## src/rtl/jk_fsm_bank.sv

```systemverilog
// jk_fsm_bank: N independent JK on/off FSMs with request qualification, rise/fall pulses, on-count.
// out changes on the QUAL-th consecutive qualified edge; no backpressure, inputs sampled every cycle.
module jk_fsm_bank #(
  parameter  int N    = 4,
  parameter  int QUAL = 3,
  localparam int CW   = $clog2(N + 1)
) (
  input  logic          clk,
  input  logic          areset,
  input  logic [N-1:0]  j,
  input  logic [N-1:0]  k,
  input  logic [1:0]    mode,
  input  logic [N-1:0]  clr,
  output logic [N-1:0]  out,
  output logic [N-1:0]  rise,
  output logic [N-1:0]  fall,
  output logic [CW-1:0] on_count
);

  localparam int CNTW = (QUAL > 1) ? $clog2(QUAL) : 1;
  localparam logic [CNTW-1:0] CNT_LAST = CNTW'(QUAL - 1);

  typedef enum logic [1:0] {
    S_OFF    = 2'd0,
    S_ARM    = 2'd1,
    S_ON     = 2'd2,
    S_DISARM = 2'd3
  } state_t;

  state_t          state     [N];
  state_t          state_nxt [N];
  logic [CNTW-1:0] cnt       [N];
  logic [CNTW-1:0] cnt_nxt   [N];
  logic [N-1:0]    out_nxt;
  logic [N-1:0]    want_on;
  logic [N-1:0]    want_off;

  // j&k resolution: toggle mode lets it act from either side, dominance modes from one side only.
  assign want_on  = j & (~k | {N{(mode == 2'b01) || (mode == 2'b10)}});
  assign want_off = k & (~j | {N{(mode == 2'b01) || (mode == 2'b11)}});

  always_comb begin
    for (int i = 0; i < N; i++) begin
      state_nxt[i] = state[i];
      cnt_nxt[i]   = cnt[i];
      if (clr[i]) begin
        state_nxt[i] = S_OFF;
        cnt_nxt[i]   = '0;
      end else begin
        case (state[i])
          S_OFF: begin
            if (want_on[i]) begin
              if (QUAL == 1) begin
                state_nxt[i] = S_ON;
              end else begin
                state_nxt[i] = S_ARM;
                cnt_nxt[i]   = CNTW'(1);
              end
            end
          end
          S_ARM: begin
            if (!want_on[i]) begin
              state_nxt[i] = S_OFF;
              cnt_nxt[i]   = '0;
            end else if (cnt[i] == CNT_LAST) begin
              state_nxt[i] = S_ON;
              cnt_nxt[i]   = '0;
            end else begin
              cnt_nxt[i] = cnt[i] + CNTW'(1);
            end
          end
          S_ON: begin
            if (want_off[i]) begin
              if (QUAL == 1) begin
                state_nxt[i] = S_OFF;
              end else begin
                state_nxt[i] = S_DISARM;
                cnt_nxt[i]   = CNTW'(1);
              end
            end
          end
          S_DISARM: begin
            if (!want_off[i]) begin
              state_nxt[i] = S_ON;
              cnt_nxt[i]   = '0;
            end else if (cnt[i] == CNT_LAST) begin
              state_nxt[i] = S_OFF;
              cnt_nxt[i]   = '0;
            end else begin
              cnt_nxt[i] = cnt[i] + CNTW'(1);
            end
          end
          default: begin
            state_nxt[i] = S_OFF;
            cnt_nxt[i]   = '0;
          end
        endcase
      end
    end
  end

  always_comb begin
    out_nxt = '0;
    out     = '0;
    for (int i = 0; i < N; i++) begin
      out_nxt[i] = (state_nxt[i] == S_ON) || (state_nxt[i] == S_DISARM);
      out[i]     = (state[i] == S_ON) || (state[i] == S_DISARM);
    end
  end

  // Pulses are registered alongside state so they line up with the out edge.
  always_ff @(posedge clk or posedge areset) begin
    if (areset) begin
      for (int i = 0; i < N; i++) begin
        state[i] <= S_OFF;
        cnt[i]   <= '0;
      end
      rise <= '0;
      fall <= '0;
    end else begin
      for (int i = 0; i < N; i++) begin
        state[i] <= state_nxt[i];
        cnt[i]   <= cnt_nxt[i];
      end
      rise <= out_nxt & ~out;
      fall <= ~out_nxt & out;
    end
  end

  always_comb begin
    on_count = '0;
    for (int i = 0; i < N; i++) begin
      on_count = on_count + CW'(out[i]);
    end
  end

endmodule

```

## config.mk

```make
export PLATFORM = sky130hd
export DESIGN_NAME = jk_fsm_bank
export DESIGN_NICKNAME = d
export VERILOG_FILES = /design/src/rtl/jk_fsm_bank.sv
export SDC_FILE = /design/constraint.sdc
export NUM_CORES = 1
export LEC_CHECK = 0
export ABC_AREA = 1
export CAP_MARGIN = 20
export CELL_PAD_IN_SITES_DETAIL_PLACEMENT = 2
export CELL_PAD_IN_SITES_GLOBAL_PLACEMENT = 2
export CORE_MARGIN = 2
export CORE_UTILIZATION = 25
export DETAILED_ROUTE_END_ITERATION = 8
export GPL_TIMING_DRIVEN = 0
export PLACE_DENSITY_LB_ADDON = 0.1
export SYNTH_ARGS = -nofsm -noshare
export SYNTH_HDL_FRONTEND = slang
export SYNTH_SLANG_ARGS = --single-unit
```

## constraint.sdc

```tcl
create_clock -name clk -period 1.5 [get_ports clk]
set_input_delay 0.15 -clock clk [delete_from_list [all_inputs] [get_ports clk]]
set_output_delay 0.15 -clock clk [all_outputs]
set_load 0.03 [all_outputs]
```

Run 1, close-up of the layout:
Region (20, 36) to (60, 76) um. Cells in gray, sequential cells in the stronger gray; small squares are vias.
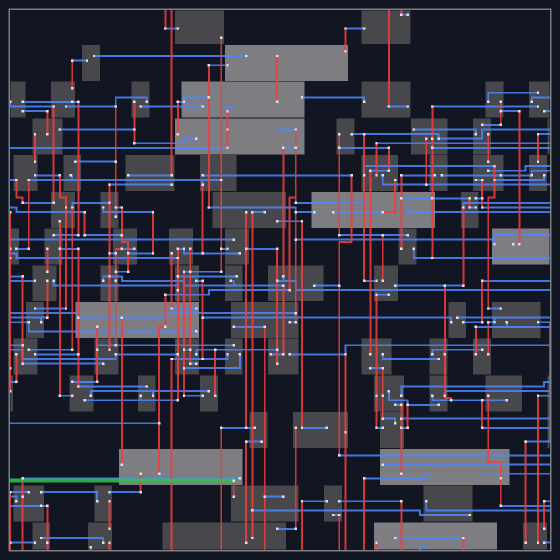
layer	color
M2	red
M1	blue
M3	green
cells with their middle in the window	75
most frequent	nand2_1 (19), nand3_1 (13), dfrtp_1 (6)
netlist names of flops here include	state (5)
sequential cells in the window	8

Run 1, where the registers sit:
Drawn at 6 px/um.
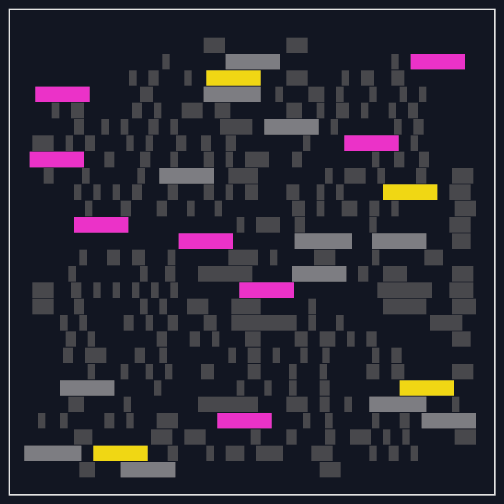
netlist name	color	flops
cnt	magenta	8
fall	yellow	4
not colored	12
Final Util: 36.1%
seq pwr: 698 uW
Reg area: 606 um^2

Run 1, logic cells by family:
Drawn at 6 px/um.
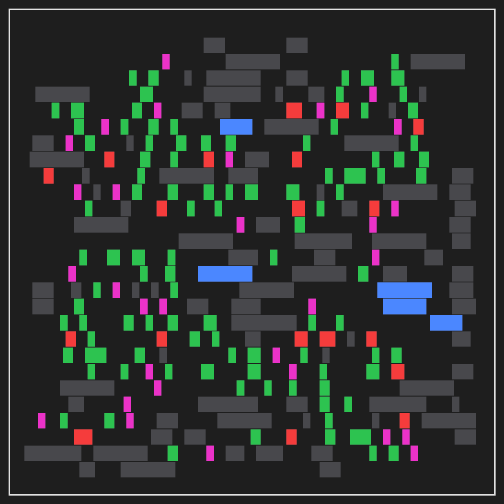
family	color	cells	where
inv cells	magenta	30	spread over the die
fa/ha/maj cells	blue	5	right middle
nand cells	green	100	spread over the die
aoi and oai cells	red	19	spread over the die
most used logic cell in the final layout: nand2_1
fin cells: 311
Comb/total area: 38.0%

==> results_slide.txt, run 1 <==
Key Metrics from the Run

Clock tree
  • # clock sinks: 24
  • Hold-fix buffers, CTS: 0
  • CTS Buf Count: 3
  • Clk_lat worst skew: 0.27 ns
  • CTS Root Cell: clkbuf_8
  • Clock Path Buffers: 2
  • Worst-path clk slew: 0.09 ns
  • CTS tree: built
  • CTS H-tree depth: 1

Floorplanning
  • Row Count: 27
  • Die X: 80.7 um
  • Die Ht: 80.7 um
  • FP Util: 26.2%
  • Die area: 0.00651 mm^2
  • CORE AREA: 0.00561 mm^2
  • I/O pin total: 31

Routing
  • DRC viols: 0
  • Avg WL per Cell: 14.8 um
  • Drt via density: 4.67
  • DR iter-0 viols: 66
  • Post-Route WL: 4610 um
  • Drt first pass iters: 4
  • DRT antenna net count: 0
  • Via count: 1453

Final timing
  • Slew Viols, Final: 0
  • Peak Freq: 517 MHz
  • Final Hold Violation Tally: 0
  • Final setup violation count: 3
  • Skew final: 0.00761 ns
  • Least-Margin Pin Slew: 0.311 ns
  • Final min period: 1.94 ns
  • RSZ-0062 raised after global routing: true
  • Final critical-path setup slack: -0.435 ns
  • Final worst-path cycle share: 129%
  • Hold_ws: 0.149 ns
  • Slew margin rel.: 79.2%

Placement
  • Dpl hpwl: 3480 um
  • PortBufs: 30
  • Cell Area, Placed: 0.00191 mm^2
  • Pre-CTS setup slack: -0.891 ns
  • GPL Wtd Cong: 0.734

Final layout
  • Share of cells above drive strength 1: 14.2%
  • Antenna cells: 0
  • Post-route cell area: 0.00202 mm^2
  • # fillers: 673
  • Area Growth Syn to Fin: 37.6%
  • Total Nets Final: 261

Yosys
  • Post-Syn Instances: 204
  • Flip-flops with a built-in enable: 0
  • Count leader, synth: nand2_1
  • Main synth FF type: dfrtp_1
  • Register share after synthesis: 40.9%
  • Asr flop ratio synth: 100%
  • Most instantiated cells after synthesis: 53 x nand2_1, 33 x nand3_1, 28 x inv_1, 24 x dfrtp_1, 15 x nor2_1
  • YS chip area: 0.00147 mm^2
  • Post-synth cell types: 23
  • Biggest area cells: dfrtp_1 41%, nand2_1 14%, nand3_1 11%, inv_1 7.1%, nor2_1 3.8%
  • Syn Area/Cell: 7.21 um^2
  • Top cell type's share of synthesized area: 40.9%
  • Yosys Warn Count: 0
  • Yosys top cell by area: dfrtp_1
  • Yosys stat cell total: 204
  • Syn Nets: 225
  • Syn Std Cell Area: 0.00147 mm^2
  • Yosys reg bits: 24

Pwr
  • Pwr dens: 770 mW/mm^2
  • Maximum vdd drop: 0.295 mV
  • Leakage Power: 0.00106 uW
  • Tot Pwr: 1560 uW

GRT
  • Total congestion overflow: 0
  • First-pass GRT wire length: 7670 um
  • GR Util All Layers: 15.3%
  • Initial antenna violation count: 0
  • Largest net degree at the start of global routing: 25
  • Vias in the first global route: 1615

Worst setup path
  • Crit path max fanout: 2
  • Setup crit start kind: flip-flop
  • CP required: 1.35 ns
  • CP Capture Type: output pin
  • Setup CP Type: reg2out
  • Data arrival time of the worst path: 1.79 ns

Flow run
  • Tool warnings: 30
  • Max Cap Viol: 0

Outcome
  • Status: complete, but fails checks
  • Failing checks: setup timing

Min path
  • Hold WC Path Type: in2async
[run 1: worst max-delay path: stages, from the launching register on]
cell	delay [ns]
dfrtp_2	0.45
fa_1	0.49
ha_2	0.20
ha_4	0.26
buf_6	0.12
[run 1: registers in the layout, summed over array words and instances, names as in the netlist]
| signal | cells |
|---|---|
| state | 8 |
| rise | 4 |
| fall | 4 |
| cnt | 8 |
[run 1: cell families after synthesis]
group	count (synthesis)	share of synthesized area, %
flops	24	40.9
simple gates	120	37.4
buf+inv	36	9.79
compound gates	19	7.15
fa+ha+maj	5	4.77
[run 1: report_power, final]
group	switching, uW	leakage (uW)	internal [uW]
registers	27.7	0.000320	671
logic	159	0.000703	111
clock network	232	0.0000357	357
[run 1: layout make-up]
cell class                      count  area (um^2)  share of cell area (%)
Timing Repair Buffer               36          370                    18.3
Inverter                           30          113                    5.57
Multi-Input combinational cell    144          769                    38.0
Tap cell                           72         90.1                    4.45
Buffer                              1         3.75                   0.186
Clock inverter                      1         30.0                    1.48
Sequential cell                    24          606                    29.9
Clock buffer                        3         41.3                    2.04
[run 1: routing by layer]
layer | vias to the layer above | part of all wire (%) | GRT usage (%)
met5 | - | 0 | 0
met4 | 0 | 0.54 | 3.56
met3 | 2 | 2.4 | 1.80
met2 | 18 | 47 | 26.1
met1 | 700 | 50 | 20.7
li1 | 733 | - | -
[run 1: per-stage QoR]
step	instances	TNS, ns	util [%]
floorplan	204	-0.614	-
global placement	306	-8.78	34.1
detailed placement	306	-9.61	34.1
CTS	311	-1.21	35.4
global route	311	-1.26	36.1
finish	311	-1.10	36.1
[run 1: what timing repair did]
| action | in CTS | in global routing |
|---|---|---|
| pin swaps | 2 | 2 |
| setup buffers | 5 | 0 |
| endpoints found under the setup margin | 22 | 16 |
| resized | 30 | 8 |
| hold endpoints to repair | 0 | 0 |
[run 1: cells in the final DEF (no fill, tap or decap), types with 2 or more instances in the layout]
cell,n
o21ai_0,2
a31oi_1,2
ha_4,2
nor3b_1,2
nand3_1,33
nand2_1,51
buf_6,4
a21oi_1,9
inv_2,2
clkbuf_8,3
o22ai_1,2
nand2_2,6
dfrtp_1,20
nor3_1,2
a211oi_1,2
clkdlybuf4s50_1,22
buf_4,4
nor2_1,15
nand3_2,3
ha_2,2
nand4_1,7
dfrtp_2,4
dlygate4sd2_1,4
inv_1,28
[run 1: path summary, 6_finish.rpt]
| kind | startpoint | to | slack, ns | depth (start not counted) |
|---|---|---|---|---|
| max reg2reg | state[7] | cnt[6] | 0.15 | 9 |
| min | areset | fall[0] | 0.15 | 2 |
| max | state[7] | on_count[1] | -0.44 | 4 |
| min reg2reg | cnt[5] | cnt[5] | 0.58 | 2 |
| max in group asynchronous | areset | state[3] | 0.94 | 3 |
| min in group clk | cnt[5] | cnt[5] | 0.58 | 2 |
Run 1, routing congestion:
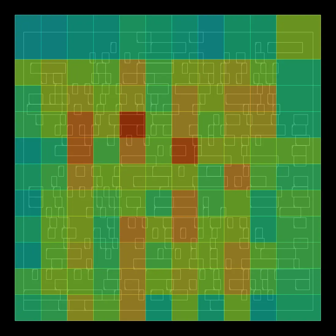

==> run 2: changes to the inputs <==
==> constraint.sdc (replaced) <==
create_clock -name clk -period 1.5 [get_ports clk]
set_input_delay 0.15 -clock clk [delete_from_list [all_inputs] [get_ports clk]]
set_output_delay 0.15 -clock clk [all_outputs]
set_load 0.1 [all_outputs]
Run 2, routing congestion:
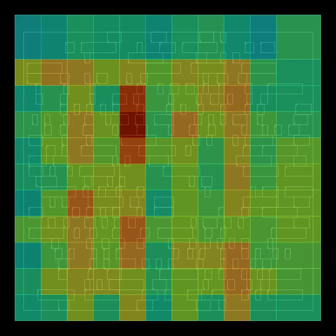
GR Layer Usage met1: 21.0%
met3 usage: 1.80%

Run 2, where the registers sit:
Drawn at 6 px/um.
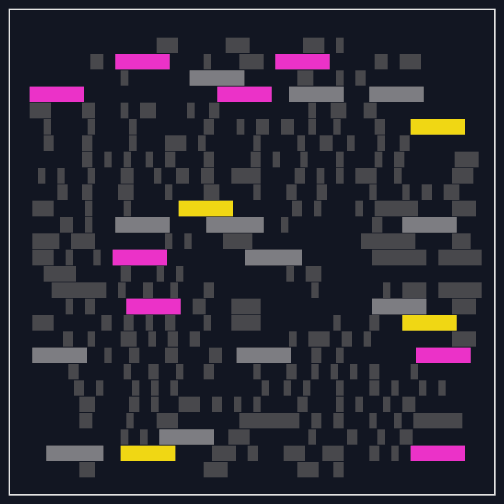
netlist name	color	flops
fall	yellow	4
cnt	magenta	8
Seq area share: 29.5%
Final Util: 36.5%
seq pwr: 697 uW
Reg area: 604 um^2

==> run 2 against run 1 <==
Compared with the run above: synthesized cell count unchanged; highest routed layer unchanged; via count up 1.2%; count of clock-buffer cells in the layout up 1; the run still ends with setup timing left; setup slack worse by 0.054 ns; routed wire length is 4.3% lower; largest power group unchanged; clock power shrank 21%; maximum frequency down 2.7%; largest cell class unchanged.
==> results_slide.txt, run 2 <==
Key Metrics from the Run

Outcome
  • Status: complete, but fails checks
  • Failing checks: setup timing

Routing
  • Post-Route WL: 4410 um (-4.3%)
  • Via count: 1471 (+1.2%)
  • DR iter-0 viols: 21 (-68%)
  • Met2 wire length: 2120 um (-2.7%)
  • DRC viols: 0 (unchanged)
  • Top sig layer: met4
  • DRT antenna net count: 0 (unchanged)
  • M1 WL: 2180 um (-5.0%)
  • Avg WL per Cell: 14.2 um (-4.3%)
  • Drt via density: 4.73 (+1.2%)
  • Routed wl met3: 95 um (-15%)
  • Drt first pass iters: 4 (unchanged)

Yosys
  • Yosys reg bits: 24 (unchanged)
  • Syn Nets: 225 (unchanged)
  • Yosys top cell by area: dfrtp_1
  • Comb area leader: simple AND/OR/NAND/NOR gates
  • Most instantiated cells after synthesis: 53 x nand2_1, 33 x nand3_1, 28 x inv_1, 24 x dfrtp_1, 15 x nor2_1
  • Adder share: 4.77% (unchanged)
  • Yosys stat cell total: 204 (unchanged)
  • Count leader, synth: nand2_1
  • Biggest area cells: dfrtp_1 41%, nand2_1 14%, nand3_1 11%, inv_1 7.1%, nor2_1 3.8%
  • Main synth FF type: dfrtp_1
  • Post-Syn Instances: 204 (unchanged)
  • Xor and xnor area share after synthesis: 0% (unchanged)
  • Post-Synth Simple-Gate Area: 37.4% (unchanged)
  • Compound Share, Synth: 7.15% (unchanged)
  • Yosys Warn Count: 0 (unchanged)
  • Asr flop ratio synth: 100% (unchanged)
  • YS chip area: 0.00147 mm^2 (unchanged)
  • Mux share of post-synthesis cell area: 0% (unchanged)
  • Top cell type's share of synthesized area: 40.9% (unchanged)
  • Flip-flops with a built-in enable: 0 (unchanged)
  • Syn Std Cell Area: 0.00147 mm^2 (unchanged)
  • Post-synth cell types: 23 (unchanged)
  • Register share after synthesis: 40.9% (unchanged)
  • Syn Area/Cell: 7.21 um^2 (unchanged)

Final layout
  • Logic area: 778 um^2 (+1.1%)
  • Total Nets Final: 261 (unchanged)
  • Fin cells: 311 (unchanged)
  • Most numerous logic cells after layout: 51 x nand2_1, 33 x nand3_1, 27 x inv_1
  • Share of cells above drive strength 1: 19.2% (+5.0 points)
  • Biggest regs: cnt (8), state (8)
  • Area Growth Syn to Fin: 39.1%
  • # fillers: 670 (-0.45%)
  • Antenna cells: 0 (unchanged)
  • Most used logic cell in the final layout: nand2_1

Worst setup path
  • Crit path max fanout: 2 (unchanged)
  • Worst Setup SP: state[5]
  • Worst Reg-to-Reg Cells: 8 (-1)
  • Most common cell type on the critical path: ha_4
  • Data arrival time of the worst path: 1.84 ns (+0.05 ns)
  • Setup CP Type: reg2out
  • CP Capture Type: output pin
  • Largest stage delay, worst path: 0.51 ns (+0.02 ns)
  • CP required: 1.35 ns (about the same)
  • Worst r2r src: state[5]
  • RR Endpoint: fall[1]
  • Worst-path cell with the longest stage delay: fa_2
  • Setup crit start kind: flip-flop
  • Worst reg-to-reg setup slack: 0.14 ns (about the same)
  • Crit-path cells: fa_2, ha_4, ha_4, buf_12

Clock tree
  • CTS tree: built
  • # clock sinks: 24 (unchanged)
  • Clock Path Buffers: 2 (unchanged)
  • CTS Root Cell: clkbuf_8
  • CTS Buf Count: 3 (unchanged)
  • Clk_lat worst skew: 0.27 ns (about the same)
  • Worst-path clk slew: 0.09 ns (about the same)
  • CTS H-tree depth: 1 (unchanged)

Pwr
  • Pwr dens: 709 mW/mm^2 (-7.9%)
  • Tot Pwr: 1450 uW (-6.9%)
  • Leakage Power: 0.00105 uW (-0.73%)
  • Maximum vdd drop: 0.302 mV (+2.2%)

GRT
  • Initial antenna violation count: 0 (unchanged)
  • Vias in the first global route: 1603 (-0.74%)
  • GR Util All Layers: 15.4% (+0.060 points)
  • Largest net degree at the start of global routing: 25 (unchanged)
  • Total congestion overflow: 0 (unchanged)
  • First-pass GRT wire length: 7760 um (+1.2%)

Placement
  • Dpl hpwl: 3420 um (-1.8%)
  • Post-Place Cells: 306 (unchanged)
  • GPL Wtd Cong: 0.775 (+5.6%)
  • PortBufs: 30 (unchanged)

Floorplanning
  • Row Count: 27 (unchanged)
  • Die X: 80.7 um (unchanged)
  • FP Util: 26.2% (unchanged)
  • Die Ht: 80.7 um (unchanged)
  • Die area: 0.00651 mm^2 (unchanged)
  • I/O pin total: 31 (unchanged)
  • CORE AREA: 0.00561 mm^2 (unchanged)

Final timing
  • Final critical-path setup slack: -0.489 ns (-0.0536 ns)
  • Final min period: 1.99 ns (+0.0536 ns)
  • Final worst-path cycle share: 133% (+3.6 points)
  • Peak Freq: 503 MHz (-2.7%)
  • Skew final: 0.00327 ns (-0.00435 ns)
  • Final Hold Violation Tally: 0 (unchanged)
  • Total Negative Setup Slacks: -1.48 ns (-0.373 ns)
  • Least-Margin Pin Slew: 0.951 ns (+0.640 ns)
  • Slew Viols, Final: 0 (unchanged)
  • Hold_ws: 0.150 ns (+0.00118 ns)
  • Final setup violation count: 4 (+1)
  • RSZ-0062 raised after global routing: true
  • Slew margin rel.: 36.9% (-42 points)

Flow run
  • Tool warnings: 30 (unchanged)
  • Max Cap Viol: 0 (unchanged)

Min path
  • Hold WC Path Type: in2async
run 2: cell count changes in the layout (fill, tap and decap cells not counted), sizes merged:
cell	previous run	this run
clkdlybuf4s50	22	14
clkbuf	4	5
clkdlybuf4s15	0	9
bufinv	1	0
dlygate4sd2	4	1
buf	9	11
run 2: cells by family (layout without fill, tap and decap cells):
| logic type | Yosys count | count (layout) |
|---|---|---|
| buffers and inverters | 36 | 71 |
| AOI/OAI and AO/OA | 19 | 19 |
| and+or+nand+nor | 120 | 120 |
| adders and majority gates | 5 | 5 |
| DFF | 24 | 24 |
run 2: layout make-up:
class	instances	area share, %
plain buffers	1	0.245
inverters	30	5.50
multi-input cells	144	38.0
well taps	72	4.40
repair buffers	36	19.6
clock buffers	4	2.69
flip-flops and latches	24	29.5
run 2: metrics by stage:
step                instance area (um^2)  setup slack (ns)
detailed placement                  1950             -1.38
global route                        2050            -0.554
finish                              2050            -0.489
floorplan                           1560            -0.463
global placement                    1950             -1.37
CTS                                 2010            -0.513
run 2: worst max path at each step:
| stage | endpoint | slack (ns) | cells past startpoint |
|---|---|---|---|
| finish | on_count[1] | -0.49 | 4 |
| global route | on_count[1] | -0.55 | 4 |
| CTS | on_count[1] | -0.51 | 5 |
| detailed placement | on_count[1] | -1.38 | 5 |
| global placement | on_count[1] | -1.37 | 6 |
| floorplan | on_count[1] | -0.46 | 5 |
run 2: report_power, final:
group	internal (uW)	switching (uW)
Sequential	671	25.8
Clock	235	233
Combinational	115	171
Total	1020	429
run 2: worst max-delay path: cells and delay by family (launching register included):
family | cells | cell delay [ns]
fa+ha+maj | 3 | 0.95
buf+inv | 1 | 0.16
flops | 1 | 0.45
run 2: per-layer routing:
| layer | up-vias | global-route usage [%] |
|---|---|---|
| li1 | 738 | - |
| met1 | 714 | 21.0 |
| met2 | 17 | 26.3 |
| met3 | 2 | 1.80 |
| met4 | 0 | 3.05 |
| met5 | - | 0 |
run 2: repair_timing:
item	CTS	global route
cloned	0	0
endpoints found under the setup margin	26	14
resized	72	6
endpoints found under the hold margin	0	0
buffers inserted	4	1
pin swaps	3	5
hold buffers	0	0
==> run 3: changes to the inputs <==
Settings changed: CTS_CLUSTER_DIAMETER set to 100.
Run 3, logic cells by family:
Drawn at 6 px/um.
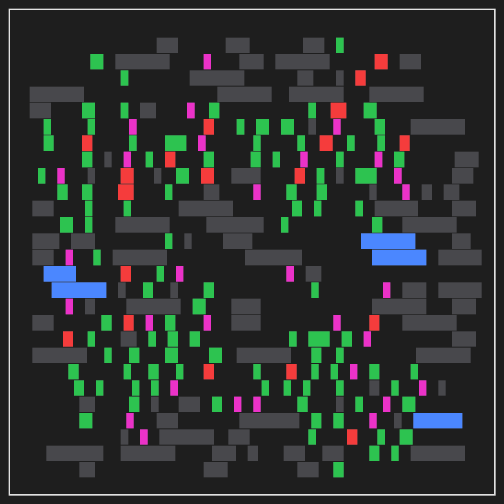
family	color	cells	most used
fa/ha/maj cells	blue	5	ha_4
aoi and oai cells	red	19	a21oi_1
nand cells	green	100	nand2_1
inv cells	magenta	30	inv_1
Comb/total area: 38.0%

==> run 3 against run 2 <==
Compared with the run above: sequential power about the same; the flow still finishes with violations (setup timing); final area unchanged; hold slack is the same; count of clock-buffer cells in the layout is the same; global-route usage did not move; non-clock buffer count stayed put; setup slack unchanged; critical path type unchanged; area after synthesis stayed put; power unchanged; first-iteration DRC count did not move; maximum frequency stayed put.
==> results_slide.txt, run 3 <==
Key Metrics from the Run

Placement
  • PortBufs: 30 (unchanged)
  • Pre-CTS setup slack: -1.38 ns (unchanged)
  • Dpl hpwl: 3420 um (unchanged)

Final timing
  • Slew margin rel.: 36.9% (unchanged)
  • Final min period: 1.99 ns (unchanged)
  • Peak Freq: 503 MHz (unchanged)
  • Final critical-path setup slack: -0.489 ns (unchanged)
  • Least-Margin Pin Slew: 0.951 ns (unchanged)
  • Hold_ws: 0.150 ns (unchanged)
  • Final setup violation count: 4 (unchanged)

Yosys
  • Post-Syn Instances: 204 (unchanged)
  • Syn Nets: 225 (unchanged)
  • Yosys stat cell total: 204 (unchanged)
  • Syn Area/Cell: 7.21 um^2 (unchanged)
  • Top cell type's share of synthesized area: 40.9% (unchanged)
  • Most instantiated cells after synthesis: 53 x nand2_1, 33 x nand3_1, 28 x inv_1, 24 x dfrtp_1, 15 x nor2_1
  • YS chip area: 0.00147 mm^2 (unchanged)
  • Yosys top cell by area: dfrtp_1
  • Syn Std Cell Area: 0.00147 mm^2 (unchanged)
  • Flip-flops with a built-in enable: 0 (unchanged)
  • Asr flop ratio synth: 100% (unchanged)
  • Main synth FF type: dfrtp_1
  • Register share after synthesis: 40.9% (unchanged)

Outcome
  • Status: complete, but fails checks
  • Failing checks: setup timing

Routing
  • DRT antenna net count: 0 (unchanged)
  • Post-Route WL: 4410 um (unchanged)
  • Avg WL per Cell: 14.2 um (unchanged)
  • Drt first pass iters: 4 (unchanged)
  • DR iter-0 viols: 21 (unchanged)
  • DRC viols: 0 (unchanged)

GRT
  • Met3 usage: 1.80% (unchanged)
  • GR peak layer: met2
  • First-pass GRT wire length: 7760 um (unchanged)
  • GR Layer Usage met1: 21.0% (unchanged)
  • Largest net degree at the start of global routing: 25 (unchanged)
  • Total congestion overflow: 0 (unchanged)

Pwr
  • Leakage Power: 0.00105 uW (unchanged)
  • Sequential power share: 48.0% (about the same)
  • Tot Pwr: 1450 uW (unchanged)
  • Clock power frac: 32.3% (about the same)

Worst setup path
  • Worst r2r src: state[5]
  • CP Capture Type: output pin
  • RR Endpoint: fall[1]
  • Crit path max fanout: 2 (unchanged)
  • Worst Setup SP: state[5]

Floorplanning
  • Die X: 80.7 um (unchanged)
  • I/O pin total: 31 (unchanged)
  • CORE AREA: 0.00561 mm^2 (unchanged)
  • Die area: 0.00651 mm^2 (unchanged)

Flow run
  • Max Cap Viol: 0 (unchanged)
  • Tool warnings: 30 (unchanged)

Clock tree
  • # clock sinks: 24 (unchanged)
  • Hold-fix buffers, CTS: 0 (unchanged)
  • CTS Root Cell: clkbuf_8
  • Clk_lat worst skew: 0.27 ns (about the same)

Min path
  • Hold WC Path Type: in2async

Final layout
  • Area Growth Syn to Fin: 39.1% (unchanged)
  • Final Util: 36.5% (unchanged)
  • Share of cells above drive strength 1: 19.2% (unchanged)
  • Biggest regs: cnt (8), state (8)
Run 3, close-up of the layout:
Region (20, 36) to (60, 76) um. Cells in gray, sequential cells in the stronger gray; small squares are vias.
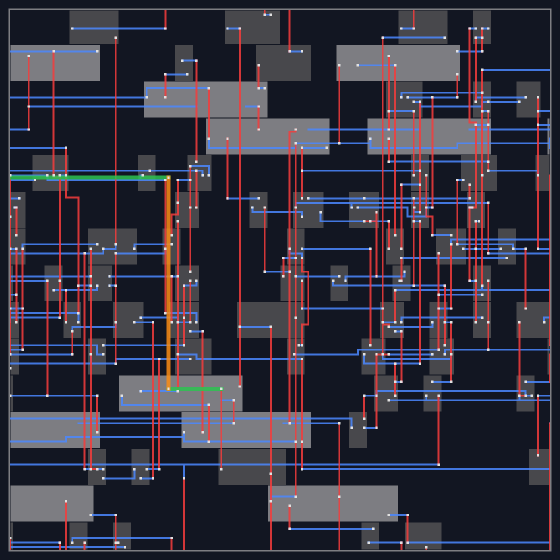
layer	color
M2	red
M1	blue
M3	green
M4	orange
cells with their middle in the window	69
sequential cells in the window	10
most frequent	nand2_1 (17), inv_1 (8), dfrtp_1 (8)
netlist names of flops here include	cnt (4), state (4)

[run 3: cell counts in the layout (fill, tap and decap cells not counted)]
No cell type changed its count.
[run 3: cell type report]
type                            count  area, um^2
Fill cell                         670        3560
Sequential cell                    24         604
Multi-Input combinational cell    144         778
Timing Repair Buffer               36         400
Inverter                           30         113
Clock buffer                        4        55.1
Buffer                              1        5.00
Tap cell                           72        90.1
[run 3: worst max-delay path, cell delays in order (launching register included)]
cell,delay [ns]
dfrtp_2,0.45
fa_2,0.51
ha_4,0.18
ha_4,0.26
buf_12,0.16
[run 3: how the worst min path moves through the flow]
stage	from	to	slack, ns
2_1_floorplan	areset	cnt[0]	0.16
3_3_place_gp	cnt[5]	cnt[5]	0.55
3_5_place_dp	cnt[5]	cnt[5]	0.56
4_1_cts	areset	rise[1]	0.47
5_1_grt	areset	fall[1]	0.16
6_report	areset	rise[1]	0.15
[run 3: repair_timing]
action / in CTS / in global routing
resized: 72 / 6
pin swaps: 3 / 5
setup endpoints to repair: 26 / 14
buffers inserted: 4 / 1
[run 3: power groups by stage]
stage / combinational (uW) / sequential [uW] / clock, uW
global route: 326 / 703 / 504
detailed placement: 268 / 710 / 0
CTS: 278 / 697 / 490
global placement: 265 / 710 / 0
floorplan: 156 / 709 / 0
finish: 286 / 697 / 468
[run 3: metal layers]
| metal | up-vias | part of all wire [%] |
|---|---|---|
| met5 | - | 0 |
| met2 | 17 | 48 |
| met4 | 0 | 0.34 |
| met3 | 2 | 2.2 |
| li1 | 738 | - |
| met1 | 714 | 49 |
[run 3: cell families after synthesis]
logic type / Yosys count / share of synthesized area, %
flops: 24 / 40.9
fa+ha+maj: 5 / 4.77
buf+inv: 36 / 9.79
simple gates: 120 / 37.4
compound gates: 19 / 7.15
[run 3: stage by stage]
step           cells  setup TNS, ns  instance area, um^2
2_1_floorplan    204          -1.14                 1560
3_3_place_gp     306         -12.24                 1950
3_5_place_dp     306         -12.95                 1950
4_1_cts          310          -1.56                 2010
5_1_grt          311          -1.77                 2050
6_report         311          -1.48                 2050
No activity file was given, so power comes from the tool's default toggle rates.
